==> config.mk <==
export PLATFORM = sky130hd
export DESIGN_NAME = adder
export DESIGN_NICKNAME = d
export VERILOG_FILES = /design/src/rtl/adder.sv
export SDC_FILE = /design/constraint.sdc
export NUM_CORES = 1
export LEC_CHECK = 0
export CAP_MARGIN = 20
export CORE_AREA = 2 2 39 41
export DETAILED_ROUTE_END_ITERATION = 16
export DIE_AREA = 0 0 41 43
export GPL_ROUTABILITY_DRIVEN = 1
export GPL_TIMING_DRIVEN = 1
export PLACE_DENSITY = 0.35
export SLEW_MARGIN = 20
export SYNTH_ARGS = -nofsm -noshare
export SYNTH_HDL_FRONTEND = slang
export SYNTH_SLANG_ARGS = --single-unit
==> constraint.sdc <==
create_clock -name clk -period 0.8 [get_ports clk]
set_input_delay 0.2 -clock clk [delete_from_list [all_inputs] [get_ports clk]]
set_output_delay 0.2 -clock clk [all_outputs]
set_load 0.01 [all_outputs]
Figure 1. M1 wires.
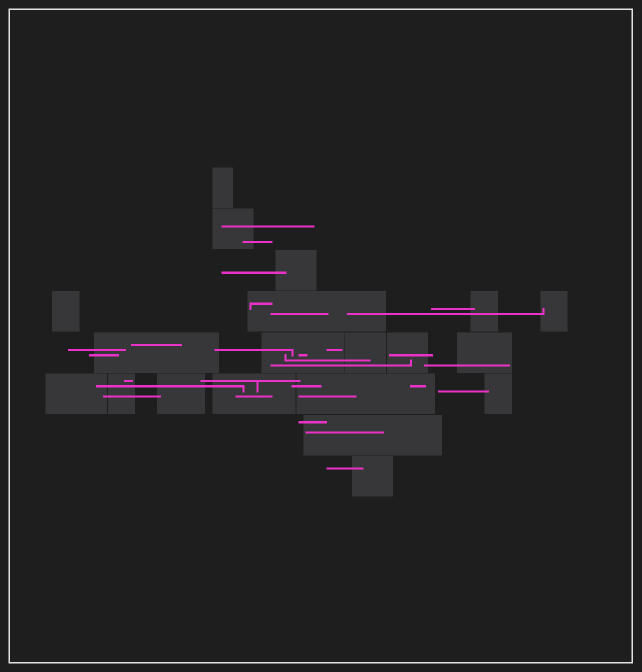
nets with wire on the layer = 19
share of all routed wire = 45%
main direction = horizontal
wire length on this layer = 115 um
longest straight run = 12.9 um
met1 Usage GRT: 0.0521
Vias: 104

Figure 2. M2 wires.
The bar under the picture is 10 um long.
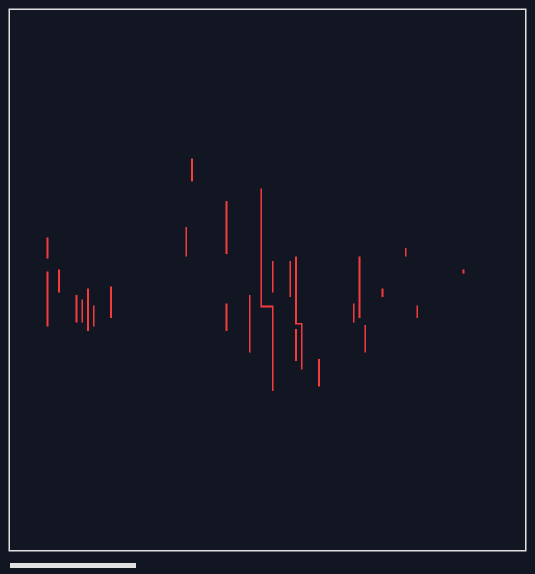
nets with wire on the layer = 23
longest straight run = 9.40 um
wire length on this layer = 78.7 um
share of all routed wire = 31%
main direction = vertical
met2 usage: 0.0344
Total Wirelength: 256 um

==> metrics.yaml <==
timing:
  min_period_ns: 0.934
  tightest_slew_ns: 0.154
  tns_ns: -0.517
  setup_viol: 5
  rsz0062_at_grt: "yes"
  fin_ws_ns: -0.134
worst_setup_path:
  crit_cells: 1
  crit_buf_inv: 1
  path_cells: "buf_2"
  path_max_fanout: 2
  end_kind: "primary output"
  worstSetupStartpointType: "flip-flop"
  arrival_ns: 0.73
  reg2regPathDepth: 2
  cp.required_ns: 0.60
run_status:
  violations: "negative setup slack"
  status: "finished with violations"
clocking:
  path_clk_slew_ns: 0.04
  cts_sinks: 3
  holdBufCountCts: 0
  clkLatencyLatePin_ns: 0.23
  cts-resized-gates: 27
  cts-root-buf: "clkbuf_4"
  cts_tree: "done"
cells_and_area:
  buffers: 10
  largest_class: "registers"
  comb_area_um2: 52.6
  final_cells: 36
  nFillCells: 150
  ff_count: 3
  clock_area_frac: 0.108
  clock_buffers: 4
  buf_share: 0.287
  finalInstanceArea_um2: 244
  seqCellArea_um2: 75.1
  final_util: 0.176
  seq_share: 0.308
  nets: 28
  antenna_cells: 0
synth:
  ys_seq_frac: 0.638
  ys_sh_adder: 0.170
  ys_cells: 6
  synthDominantCellAreaShare: 0.638
  ys_chip_area_um2: 118
  ys_top_cells_by_count: "dfrtp_1, mux2_2, fa_1"
  ys.flop_type: "dfrtp_1"
  synthArstFlopShare: 1.00
  area_leaders: "dfrtp_1, mux2_2, fa_1"
  synth_cell_types: 3
pwr:
  power-top-group: "the clock network"
  pwr.group.clock_uw: 260
  total_power_uw: 552
  switching_power_uw: 120
floorplanning:
  dieHeight_um: 43
  die_w_um: 41
  io_pins: 9
placement:
  place_area_um2: 239
  io_buffer_count: 8
  dp_cells: 32
  place_ws_ns: -0.718
grt:
  grtUsageTotal: 0.0454
  overflow: 0
  antenna_found_initial: 0
  grt_pass1_wl_um: 434
  grt_max_degree: 4
hold_path:
  min_path_type: "in -> async"
routing:
  drt-initial-drc-count: 0
  dr.pass1.iters: 1
  highest_layer: "met3"
  antenna_left: 0
  viasPerCell: 2.89
  drc_errors: 0
Power and IR drop assume default switching activity.
